`src/rtl/sram_arb_pkg.sv`:
```
// Shared definitions for the SRAM command arbiter: state encoding, default
// widths and the index-width helper used for requester indices.
package sram_arb_pkg;

  typedef enum logic [1:0] {
    IDLE  = 2'd0,
    ISSUE = 2'd1,
    BUSY  = 2'd2,
    DONE  = 2'd3
  } arb_state_t;

  localparam int ADDR_W_DEF = 19;
  localparam int DATA_W_DEF = 8;

  // Width of a requester index; never narrower than one bit.
  function automatic int idx_w(input int n);
    return (n > 1) ? $clog2(n) : 1;
  endfunction

endpackage

```
`src/rtl/sram_rr_pick.sv`:
```
// Combinational round-robin picker: first set request strictly after ptr,
// wrapping modulo NREQ (NREQ need not be a power of two).
module sram_rr_pick
  import sram_arb_pkg::*;
#(
  parameter int NREQ = 2
) (
  input  logic [NREQ-1:0]         req,
  input  logic [idx_w(NREQ)-1:0]  ptr,
  output logic                    valid,
  output logic [idx_w(NREQ)-1:0]  idx
);

  localparam int IW = idx_w(NREQ);
  localparam logic [IW:0] NREQ_V = (IW+1)'(NREQ);

  logic [2*NREQ-1:0] dbl;
  logic [2*NREQ-1:0] shifted;
  logic [NREQ-1:0]   rot;
  logic [NREQ-1:0]   lowest;
  logic [IW:0]       start;
  logic [IW:0]       sum;
  logic [IW-1:0]     off_acc [NREQ+1];

  // Rotate so bit 0 is requester ptr+1; the doubled vector makes the wrap free.
  assign start   = {1'b0, ptr} + {{IW{1'b0}}, 1'b1};
  assign dbl     = {req, req};
  assign shifted = dbl >> start;
  assign rot     = shifted[NREQ-1:0];
  assign lowest  = rot & (~rot + NREQ'(1'b1));

  assign off_acc[0] = '0;
  for (genvar j = 0; j < NREQ; j++) begin : g_enc
    assign off_acc[j+1] = off_acc[j] | (lowest[j] ? IW'(j) : {IW{1'b0}});
  end

  // sum < 2*NREQ, so a single conditional subtract finishes the modulo.
  assign sum   = start + {1'b0, off_acc[NREQ]};
  assign valid = |req;
  assign idx   = (sum >= NREQ_V) ? IW'(sum - NREQ_V) : sum[IW-1:0];

endmodule

```
`src/rtl/sram_arbiter.sv`:
```
// Round-robin arbiter sharing one sram_ctrl command port between NREQ
// requesters; latches the winner's command and returns data plus a one-cycle ack.
module sram_arbiter
  import sram_arb_pkg::*;
#(
  parameter int NREQ   = 2,
  parameter int ADDR_W = ADDR_W_DEF,
  parameter int DATA_W = DATA_W_DEF
) (
  input  logic                     clk,
  input  logic                     reset,
  input  logic [NREQ-1:0]          req,
  input  logic [NREQ-1:0]          req_rw,
  input  logic [NREQ*ADDR_W-1:0]   req_addr,
  input  logic [NREQ*DATA_W-1:0]   req_wdata,
  output logic [NREQ-1:0]          ack,
  output logic [DATA_W-1:0]        rdata,
  output logic [idx_w(NREQ)-1:0]   gnt_idx,
  output logic                     busy,
  output logic                     mem,
  output logic                     rw,
  output logic [ADDR_W-1:0]        addr,
  output logic [DATA_W-1:0]        data_f2s,
  input  logic                     ready,
  input  logic [DATA_W-1:0]        data_s2f_r
);

  localparam int IW = idx_w(NREQ);
  localparam logic [IW-1:0]   PTR_RST = IW'(NREQ - 1);
  localparam logic [NREQ-1:0] ACK_ONE = NREQ'(1'b1);

  arb_state_t      state;
  arb_state_t      state_nxt;
  logic [IW-1:0]   ptr;
  logic [IW-1:0]   pick_idx;
  logic            pick_valid;
  logic            seen_low;

  logic [ADDR_W-1:0] addr_arr  [NREQ];
  logic [DATA_W-1:0] wdata_arr [NREQ];

  for (genvar i = 0; i < NREQ; i++) begin : g_unpack
    assign addr_arr[i]  = req_addr[i*ADDR_W +: ADDR_W];
    assign wdata_arr[i] = req_wdata[i*DATA_W +: DATA_W];
  end

  sram_rr_pick #(.NREQ(NREQ)) u_pick (
    .req   (req),
    .ptr   (ptr),
    .valid (pick_valid),
    .idx   (pick_idx)
  );

  // Next-state logic; req is only looked at while IDLE.
  always_comb begin
    state_nxt = state;
    case (state)
      IDLE: begin
        if (pick_valid) state_nxt = ISSUE;
        else            state_nxt = IDLE;
      end
      ISSUE: begin
        if (ready) state_nxt = BUSY;
        else       state_nxt = ISSUE;
      end
      BUSY: begin
        if (ready && seen_low) state_nxt = DONE;
        else                   state_nxt = BUSY;
      end
      DONE:    state_nxt = IDLE;
      default: state_nxt = IDLE;
    endcase
  end

  // State, command registers, pointer and read-data capture.
  always_ff @(posedge clk) begin
    if (reset) begin
      state    <= IDLE;
      ptr      <= PTR_RST;
      gnt_idx  <= '0;
      rw       <= 1'b1;
      addr     <= '0;
      data_f2s <= '0;
      rdata    <= '0;
      seen_low <= 1'b0;
    end else begin
      state <= state_nxt;
      case (state)
        IDLE: begin
          if (pick_valid) begin
            gnt_idx  <= pick_idx;
            rw       <= req_rw[pick_idx];
            addr     <= addr_arr[pick_idx];
            data_f2s <= wdata_arr[pick_idx];
          end
        end
        ISSUE: begin
          if (ready) seen_low <= 1'b0;
        end
        BUSY: begin
          // The controller must drop ready before its return to ready means "done".
          if (!ready) seen_low <= 1'b1;
          if (ready && seen_low) begin
            ptr <= gnt_idx;
            if (rw) rdata <= data_s2f_r;
          end
        end
        default: ;
      endcase
    end
  end

  assign mem  = (state == ISSUE);
  assign busy = (state != IDLE);
  assign ack  = (state == DONE) ? (ACK_ONE << gnt_idx) : {NREQ{1'b0}};

endmodule

```
`config.mk`:
```
export PLATFORM = sky130hd
export DESIGN_NAME = sram_arbiter
export DESIGN_NICKNAME = d
export VERILOG_FILES = /design/src/rtl/sram_arb_pkg.sv /design/src/rtl/sram_rr_pick.sv /design/src/rtl/sram_arbiter.sv
export SDC_FILE = /design/constraint.sdc
export NUM_CORES = 1
export LEC_CHECK = 0
export ABC_AREA = 1
export ABC_CLOCK_PERIOD_IN_PS = 1700
export CORE_UTILIZATION = 25
export CTS_CLUSTER_DIAMETER = 80
export DETAILED_ROUTE_END_ITERATION = 12
export PLACE_DENSITY_LB_ADDON = 0.3
export SYNTH_ARGS = -nofsm -noshare
export SYNTH_HDL_FRONTEND = slang
export SYNTH_SLANG_ARGS = --single-unit
```
`constraint.sdc`:
```
create_clock -name clk -period 1.7 [get_ports clk]
set_clock_uncertainty 0.15 [all_clocks]
set_input_delay 0.34 -clock clk [delete_from_list [all_inputs] [get_ports clk]]
set_output_delay 0.34 -clock clk [all_outputs]
set_load 0.05 [all_outputs]
```
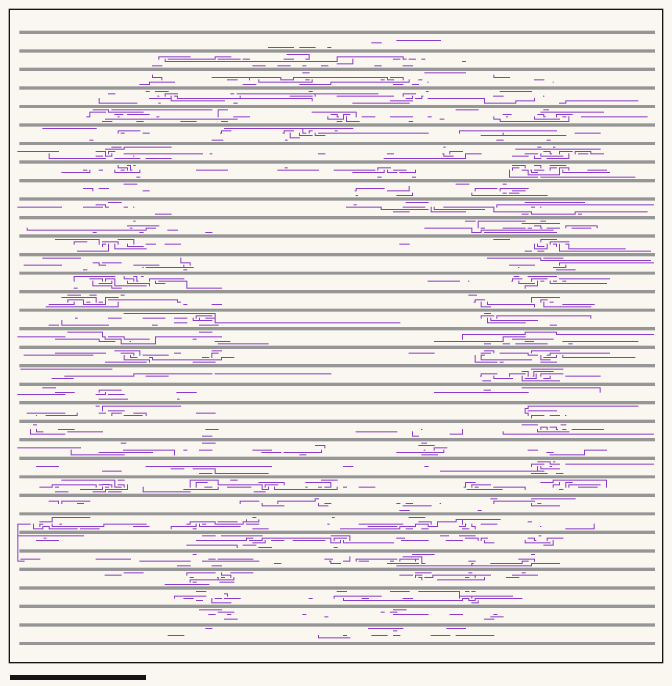
(run_1/met1.png)
The bar under the picture is 20 um long. Supply wires on this layer in grey.
- wire length on this layer: 2790 um
- longest straight run: 27.1 um
- nets with wire on the layer: 423

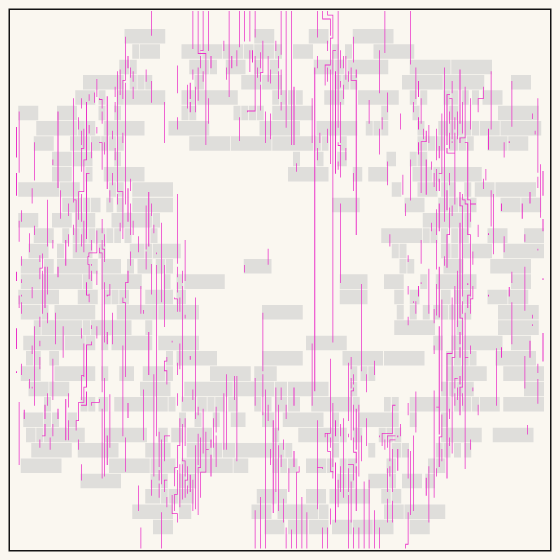
(run_1/met2.png)
Cells faint in the background.
- longest straight run: 57.3 um
- wire length on this layer: 2960 um
- nets with wire on the layer: 375
- share of all routed wire: 46%
- main direction: vertical

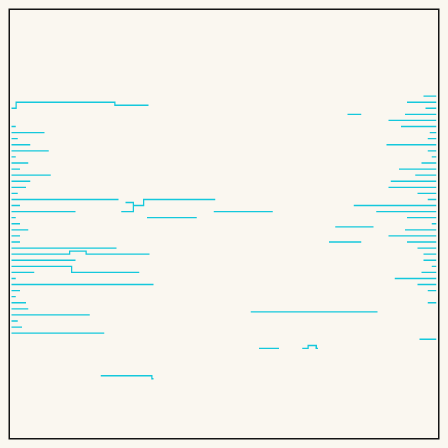
(run_1/met3.png)
- longest straight run: 31.5 um
- nets with wire on the layer: 78
- wire length on this layer: 612 um
- share of all routed wire: 9.6%

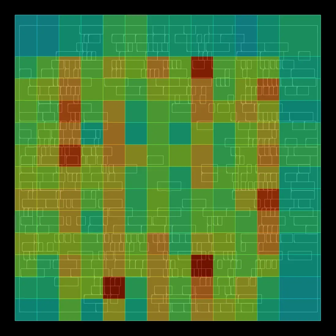
(run_1/final_congestion.png)
Top Usage Layer GRT: met2
met2 Use GR: 24.6%
Total GRT Usage: 14.1%
core occupancy in the finished layout: 47.2%
Avg WL per Cell: 11.9 um

==> impl_metrics.ini, run 1 <==
; synthesis and place-and-route metrics
[sta]
rsz0062_at_grt = true
final.setup.worst_slack_ns = 0.0348
fin_crit_sh_pct = 98.0
tightest_slew_ns = 0.276
slew_headroom_pct = 81.6
hold_viol_final = 0
tns_ns = 0
setup_violations = 0
fmax_mhz = 601

[cells_and_area]
regArea_um2 = 826
fin_area_mm2 = 0.00396
layout.area.comb_mm2 = 0.00109
n_antenna_cell = 0
drive_above_1_share_pct = 19.6
layout_top_cells = nor2_1, clkdlybuf4s50_1, nand2_1, nand3_1, buf_12
fillers = 825
area_growth_syn_to_layout_pct = 80.0
nets = 509
layout_top_cell = nor2_1
fin_cells = 539

[cts]
cts_sinks = 41
clkLatencyLatePin_ns = 0.28
cts_tree = built
cts_setup_buffers = 0
cts_buffer_depth = 2
cts_buffers = 5
root_buffer = clkbuf_8
hold_buffers = 0
htree_levels = 2
path_clk_slew_ns = 0.08

[floorplan]
die_y_um = 95.8
core.rowCount = 33
die_area_mm2 = 0.00917
io-pin-count = 110
coreArea_mm2 = 0.00838
dieWidth_um = 95.8

[setup_path]
critPathMaxStageDelay_ns = 0.39
crit_required_ns = 1.21
crit_buf_inv = 2
crit_path_start_kind = flip-flop
critical_path.top_delay_family = flip-flops
critPathKind = reg -> out
cp.arrival_ns = 1.18
slowest_stage = dfxtp_4
critical_path.endpoint_type = output port

[global_routing]
grt_pass1_vias = 2309
grt-ovfl-total = 0
groute.layer.met1.usage_pct = 16.0
grt_max_degree = 35
grt_pass1_wl_um = 10100
antenna_found_initial = 0
met3_usage_pct = 5.92

[synth]
ys_types = 20
synth_top_cell_by_area = dfxtp_1
topCellsByArea = dfxtp_1, nor2_1, nand2_1
syn_area_mm2 = 0.00220
syn_inst = 324
synthesis.nets = 399
yosysCellCount = 324
yosysWarnings = 0
synth_seq_share_pct = 37.3
ys_chip_area_mm2 = 0.00220
synth.ff_latch_count = 41
synth_top_area_share_pct = 37.3

[power_and_ir_drop]
p_leak_uw = 0.00188
powerDensity_mw_per_mm2 = 890

[detailed_routing]
vias_per_cell = 4.35
routed_wl_um = 6390
drc = 0
drt_iter0_drc = 69
vias = 2342
drt_first_pass_iters = 5

[min_path]
hp-class = reg -> reg

[status]
outcome = complete, no violations

[run]
cap_violations = 0
warnings = 32

[placement]
place_inst = 532
dp_hpwl_um = 4730
place_area_mm2 = 0.00386
place_congestion = 0.785
run 1: cell families (layout without fill, tap and decap cells):
family                   after synthesis  after routing  synth area share, %
AND/OR/NAND/NOR                      202            202                 41.3
buffers and inverters                 58            168                 14.0
flip-flops                            41             41                 37.3
AND-OR/OR-AND                         17             17                 3.98
adder cells (fa/ha/maj)                6              6                 3.41
run 1: synth_stat cells:
cell type	number
a211oi_1	1
a21oi_1	6
buf_2	3
buf_4	2
buf_6	9
buf_8	1
clkbuf_1	3
dfxtp_1	41
ha_1	6
inv_1	39
inv_2	1
nand2_1	65
nand2_2	3
nand3_1	47
nand3_2	10
nand4_1	1
nor2_1	73
nor2_2	1
nor2_4	2
o21ai_0	10
run 1: cell type report:
| class | instances | share of cell area [%] |
|---|---|---|
| clock buffers | 7 | 2.18 |
| inverters | 40 | 4.02 |
| well taps | 105 | 3.32 |
| multi-input cells | 225 | 27.5 |
| flip-flops and latches | 41 | 20.9 |
| repair buffers | 121 | 42.1 |
run 1: routing by layer:
metal  routed length [um]  vias up
met5                    0        -
met1                 2790     1033
met4                   25        0
li1                     -     1215
met2                 2960       92
met3                  611        2
run 1: registers in the layout, indices dropped and copies added, names as in the netlist, named ones only:
signal,cells
state,1
ptr,1
addr,19
rw,1
data_f2s,8
gnt_idx,1
rdata,8
seen_low,1
run 1: where the power goes:
part           switching, uW  leakage (uW)  internal (uW)
clock network            325     0.0000443            323
logic                    842       0.00150            814
registers                133      0.000339           1080
run 1: per-stage QoR:
step           hold slack [ns]  utilization [%]  power [uW]
6_report                 0.333             47.2        3520
5_1_grt                  0.377             47.2        3730
4_1_cts                  0.335             47.1        3570
3_5_place_dp             0.324             46.1        2900
3_3_place_gp             0.302             46.1        2880
2_1_floorplan            0.289                -        2070
run 1: what timing repair did:
item / CTS / global route
resized: 0 / 5
endpoints found under the hold margin: 0 / 0
endpoints found under the setup margin: 0 / 3
run 1: worst reg2reg max path: cells and delay by family (launching register included):
kind	cells	cell delay, ns
fa+ha+maj	1	0.23
buf+inv	2	0.22
simple gates	3	0.27
compound gates	1	0.20
flops	1	0.39
run 1: final timing paths:
kind            start       end  slack [ns]  depth (start not counted)
max          state[0]    ack[0]        0.03                          4
min          seen_low  seen_low        0.33                          2
max reg2reg  state[0]  rdata[3]        0.14                          7
min reg2reg  seen_low  seen_low        0.33                          2
==> run_1/cell_classes.png <==
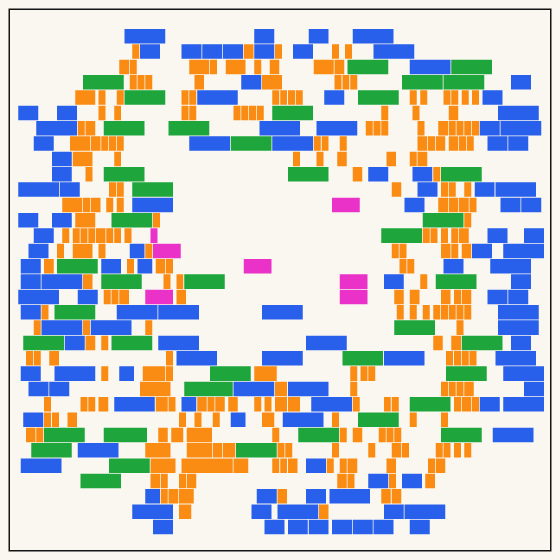

--- run 2 (diff from run 1) ---
--- a/config.mk
+++ b/config.mk
@@ -6,11 +6,11 @@
 export NUM_CORES = 1
 export LEC_CHECK = 0
 export ABC_AREA = 1
-export ABC_CLOCK_PERIOD_IN_PS = 1700
 export CORE_UTILIZATION = 25
 export CTS_CLUSTER_DIAMETER = 80
 export DETAILED_ROUTE_END_ITERATION = 12
 export PLACE_DENSITY_LB_ADDON = 0.3
+export SKIP_LAST_GASP = 1
 export SYNTH_ARGS = -nofsm -noshare
 export SYNTH_HDL_FRONTEND = slang
 export SYNTH_SLANG_ARGS = --single-unit
==> constraint.sdc (replaced) <==
create_clock -name clk -period 2.14 [get_ports clk]
set_clock_uncertainty 0.15 [all_clocks]
set_input_delay 0.428 -clock clk [delete_from_list [all_inputs] [get_ports clk]]
set_output_delay 0.428 -clock clk [all_outputs]
set_load 0.05 [all_outputs]
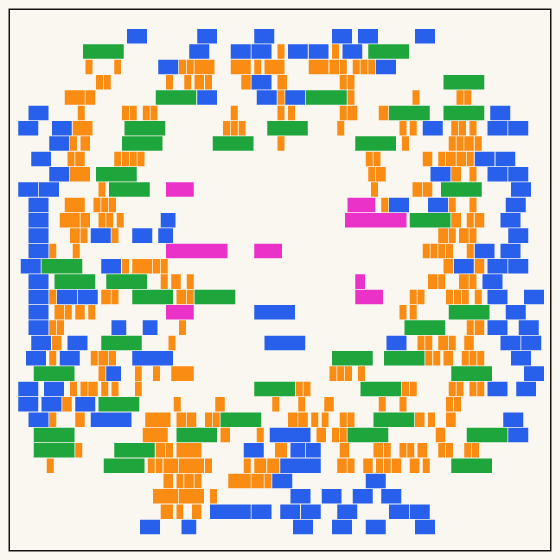
(run_2/cell_classes.png)
- all other logic: orange (cells 265; share of their area 36%)
- other buffers and delay cells: blue (cells 118; share of their area 36%)
- flip-flops: green (cells 41; share of their area 24%)
- clock drivers and dummy loads: magenta (cells 8; share of their area 3.9%)

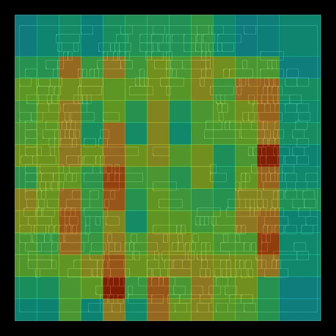
(run_2/final_congestion.png)
Total GRT Usage: 13.7%
core occupancy in the finished layout: 42.2%
GR Layer Usage met1: 15.7%
Avg WL per Cell: 11.6 um
M3 GR Usage: 4.34%

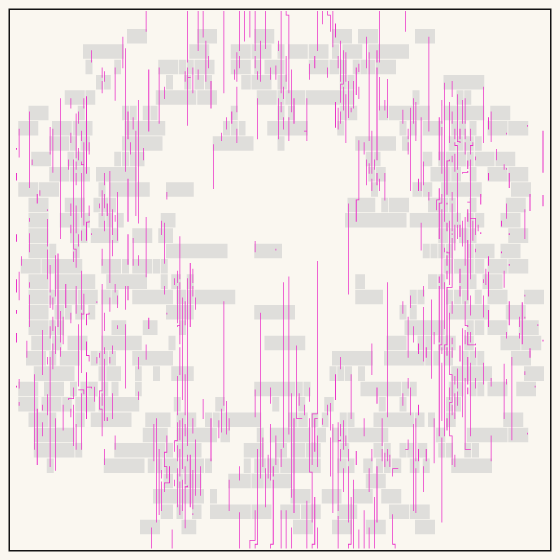
(run_2/met2.png)
Cells faint in the background.
- longest straight run: 29.6 um
- nets with wire on the layer: 404
- main direction: vertical

==> impl_metrics.ini, run 2 <==
; synthesis and place-and-route metrics
[status]
outcome = complete, no violations

[synth]
syn_inst = 324
ys_top_logic_family = simple AND/OR/NAND/NOR gates
syn_area_mm2 = 0.00220
edf_count = 0
synth.ff_latch_count = 41
synthesis.nets = 399
adder_share_pct = 3.41
synth_seq_share_pct = 37.3
synthArstFlopShare_pct = 0
flop_cell = dfxtp_1
topCellsByArea = dfxtp_1, nor2_1, nand2_1
synthMostInstantiatedCell = nor2_1
synth_top_cell_by_area = dfxtp_1

[cts]
path_clk_slew_ns = 0.09
cts_setup_buffers = 0
cts_buffer_depth = 2
clkLatencyLatePin_ns = 0.29
root_buffer = clkbuf_8
cts.repair.resized = 0
hold_buffers = 0

[detailed_routing]
drt_iter0_drc = 48
vias = 2374
drt_first_pass_iters = 4
drc = 0

[sta]
setup_violations = 0
fin_crit_sh_pct = 94.9
slew_headroom_pct = 64.8
tightest_slew_ns = 0.527
hold_ws_ns = 0.322
hold_viol_final = 0
fmax_mhz = 492
rsz0062_at_grt = false
tns_ns = 0

[global_routing]
grt_pass1_wl_um = 9900
grt_pass1_vias = 2287
antenna_found_initial = 0
grt_max_degree = 35
grt-ovfl-total = 0

[floorplan]
dieWidth_um = 95.8
die_area_mm2 = 0.00917
core.rowCount = 33
coreArea_mm2 = 0.00838

[cells_and_area]
drive_above_1_share_pct = 9.26
top_register = addr
fillers = 863
layout_top_cell = clkdlybuf4s50_1
layout_top_cells = clkdlybuf4s50_1, nor2_1, nand2_1, nand3_1, dfxtp_1
n_antenna_cell = 0
nets = 506
reg_top3 = addr (19), data_f2s (8), rdata (8)
largest_register_ffs = 19
area_growth_syn_to_layout_pct = 60.9

[setup_path]
crit_required_ns = 1.56
critPathKind = reg -> out
crit_path_start_kind = flip-flop
critPathMaxStageDelay_ns = 0.81
cp.arrival_ns = 1.45
crit_buf_inv = 1
critical_path.endpoint_type = output port
critical_path.top_delay_family = buffers and inverters

[power_and_ir_drop]
total_power_uw = 2760

[placement]
dp_hpwl_um = 4580
-- run 2: cell counts after synthesis --
Identical to the previous run, type by type.
-- run 2: layout make-up --
| cell class | count | share of cell area, % |
|---|---|---|
| inverters | 40 | 4.24 |
| clock buffers | 5 | 1.95 |
| well taps | 105 | 3.71 |
| flip-flops and latches | 41 | 23.2 |
| multi-input cells | 225 | 30.2 |
| clock inverters | 3 | 1.84 |
| repair buffers | 118 | 34.8 |
-- run 2: through the flow --
stage          setup WS (ns)  utilization, %  instance area, um2
6_report               0.109            42.2                3540
5_1_grt               0.0505            42.2                3540
4_1_cts               0.0888            42.2                3540
3_5_place_dp           0.256            40.6                3400
3_3_place_gp           0.293            40.6                3400
2_1_floorplan          0.342               -                2200
-- run 2: kinds of logic (layout without fill, tap and decap cells) --
kind of cell,after synthesis,after routing
AND/OR/NAND/NOR,202,202
buffers and inverters,58,166
flip-flops,41,41
AND-OR/OR-AND,17,17
adder cells (fa/ha/maj),6,6
-- run 2: path summary, 6_finish.rpt --
path | cells past startpoint | start | to | slack (ns)
max reg2reg | 9 | state[0] | addr[0] | 0.50
max | 1 | addr[14] | addr[14] | 0.11
min reg2reg | 2 | seen_low | seen_low | 0.32
min | 2 | seen_low | seen_low | 0.32
-- run 2: metal layers --
layer / vias up / GRT usage [%] / share of wire, %
met3: 7 / 4.34 / 9.3
met4: 0 / 3.61 / 0.82
met2: 82 / 24.6 / 45
li1: 1208 / - / -
met5: - / 0 / 0
met1: 1077 / 15.7 / 45
-- run 2: where the power goes --
part           leakage, uW  internal (uW)  switching [uW]  total, uW
sequential        0.000338            858            56.6        915
clock            0.0000681            464             275        739
combinational      0.00130            442             660       1100
total              0.00171           1760             992       2760
--- run 3 (diff from run 2) ---
--- a/config.mk
+++ b/config.mk
@@ -7,7 +7,6 @@
 export LEC_CHECK = 0
 export ABC_AREA = 1
 export CORE_UTILIZATION = 25
-export CTS_CLUSTER_DIAMETER = 80
 export DETAILED_ROUTE_END_ITERATION = 12
 export PLACE_DENSITY_LB_ADDON = 0.3
 export SKIP_LAST_GASP = 1
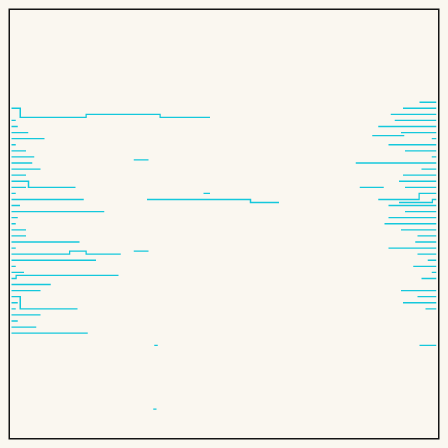
(run_3/met3.png)
- nets with wire on the layer: 76
- wire length on this layer: 583 um
- main direction: horizontal
- share of all routed wire: 9.3%

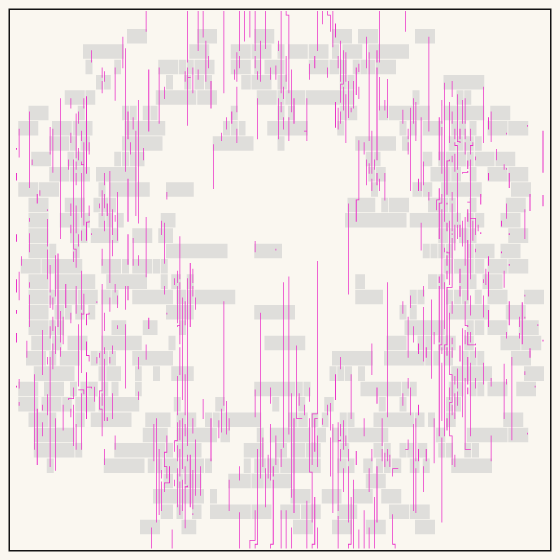
(run_3/met2.png)
Cells faint in the background.
- longest straight run: 29.6 um
- nets with wire on the layer: 404
- main direction: vertical
- wire length on this layer: 2790 um

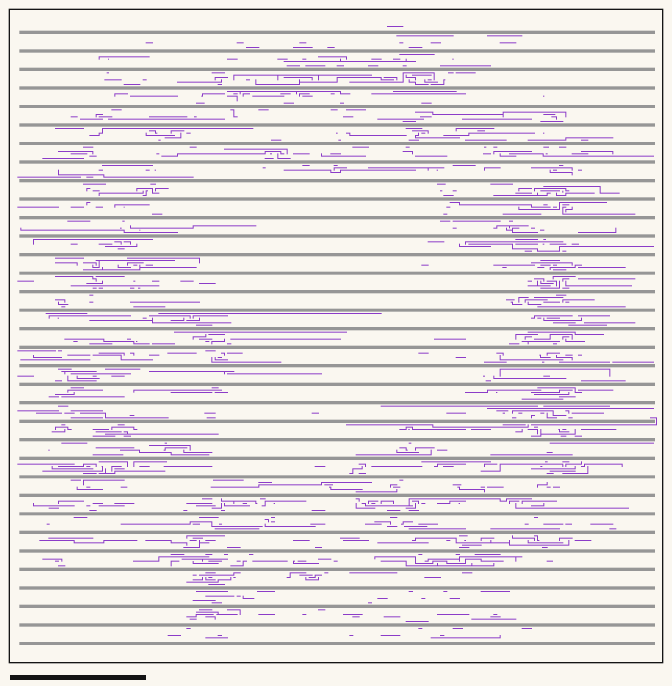
(run_3/met1.png)
The bar under the picture is 20 um long. Supply wires on this layer in grey.
WL final: 6250 um
vias: 2374

==> impl_metrics.ini, run 3 <==
; synthesis and place-and-route metrics
[synth]
synthArstFlopShare_pct = 0
synthesis.nets = 399
synth.ff_latch_count = 41
ys_types = 20
yosysCellCount = 324
topCellsByArea = dfxtp_1, nor2_1, nand2_1
synth_top_area_share_pct = 37.3
syn_area_mm2 = 0.00220
top_cells_by_count = nor2_1, nand2_1, nand3_1
edf_count = 0
syn_inst = 324
ys_chip_area_mm2 = 0.00220
synthMostInstantiatedCell = nor2_1

[setup_path]
cp.arrival_ns = 1.45
critical_path.endpoint_type = output port
crit_required_ns = 1.56
crit_buf_inv = 1
rrSetupSlack_ns = 0.50
rr_startpoint = state[0]
crit_path_start_kind = flip-flop
slowest_stage = clkdlybuf4s50_1
critPathKind = reg -> out

[run]
cap_violations = 0
warnings = 31

[status]
outcome = complete, no violations

[placement]
place_congestion = 0.766
place_area_mm2 = 0.00340
dp_hpwl_um = 4580

[cts]
cts_buffer_depth = 2
htree_levels = 2
cts.repair.resized = 0
clkLatencyLatePin_ns = 0.29
root_buffer = clkbuf_8
cts_sinks = 41

[global_routing]
grtUsageTotal_pct = 13.7
grt_pass1_wl_um = 9900
antenna_found_initial = 0
grt_max_degree = 35

[min_path]
hold_path.startpoint = seen_low
hp-class = reg -> reg

[cells_and_area]
fillers = 863
layout_top_cell = clkdlybuf4s50_1
n_antenna_cell = 0
layout_top_cells = clkdlybuf4s50_1, nor2_1, nand2_1, nand3_1, dfxtp_1
area_growth_syn_to_layout_pct = 60.9
nets = 506
fin_area_mm2 = 0.00354

[floorplan]
core.rowCount = 33
dieWidth_um = 95.8
die_y_um = 95.8
coreArea_mm2 = 0.00838
io-pin-count = 110
die_area_mm2 = 0.00917

[sta]
tightest_slew_ns = 0.527
fmax_mhz = 492
hold_viol_final = 0
tns_ns = 0
fin_crit_sh_pct = 94.9
setup_violations = 0
slew_headroom_pct = 64.8
rsz0062_at_grt = false

[detailed_routing]
drc = 0
vias_per_cell = 4.42
drt_iter0_drc = 48
drt_first_pass_iters = 4
top_layer_used = met4
routedWlPerCell_um = 11.6
dr_wl_met2_um = 2790

[power_and_ir_drop]
p_leak_uw = 0.00171
total_power_uw = 2760
[run 3: cell counts after synthesis]
Identical to the previous run, type by type.
[run 3: path summary, 6_finish.rpt]
check / to / cells after the start
worst min register to register: seen_low / 2
worst max-delay path: addr[14] / 1
worst min-delay path: seen_low / 2
worst max register to register: addr[0] / 9
[run 3: cells by family (layout without fill, tap and decap cells)]
family | Yosys count | after routing | share of synthesized area (%)
buffers and inverters | 58 | 166 | 14.0
flip-flops | 41 | 41 | 37.3
AND/OR/NAND/NOR | 202 | 202 | 41.3
adder cells (fa/ha/maj) | 6 | 6 | 3.41
AND-OR/OR-AND | 17 | 17 | 3.98
[run 3: report_power, final]
| group | switching [uW] | internal (uW) | total (uW) |
|---|---|---|---|
| sequential | 56.6 | 858 | 915 |
| clock | 275 | 464 | 739 |
| combinational | 660 | 442 | 1100 |
[run 3: final cells by class]
class	instances	area, um2	share of cell area (%)
sequential	41	821	23.2
inverter	40	150	4.24
timing repair buffer	118	1230	34.8
clock buffer	5	68.8	1.95
tap	105	131	3.71
multi-input combinational	225	1070	30.2
clock inverter	3	65.1	1.84
[run 3: per-layer routing]
| layer | vias to the layer above | GRT usage [%] |
|---|---|---|
| met5 | - | 0 |
| met4 | 0 | 3.61 |
| met3 | 7 | 4.34 |
| met2 | 82 | 24.6 |
| met1 | 1077 | 15.7 |
| li1 | 1208 | - |
[run 3: per-stage QoR]
| stage | instances | setup slack (ns) |
|---|---|---|
| after CTS | 537 | 0.0888 |
| final | 537 | 0.109 |
| after floorplan | 324 | 0.342 |
| after global placement | 529 | 0.293 |
| after global routing | 537 | 0.0505 |
| after detailed placement | 529 | 0.256 |
Power is estimated from default activity; no workload was simulated.
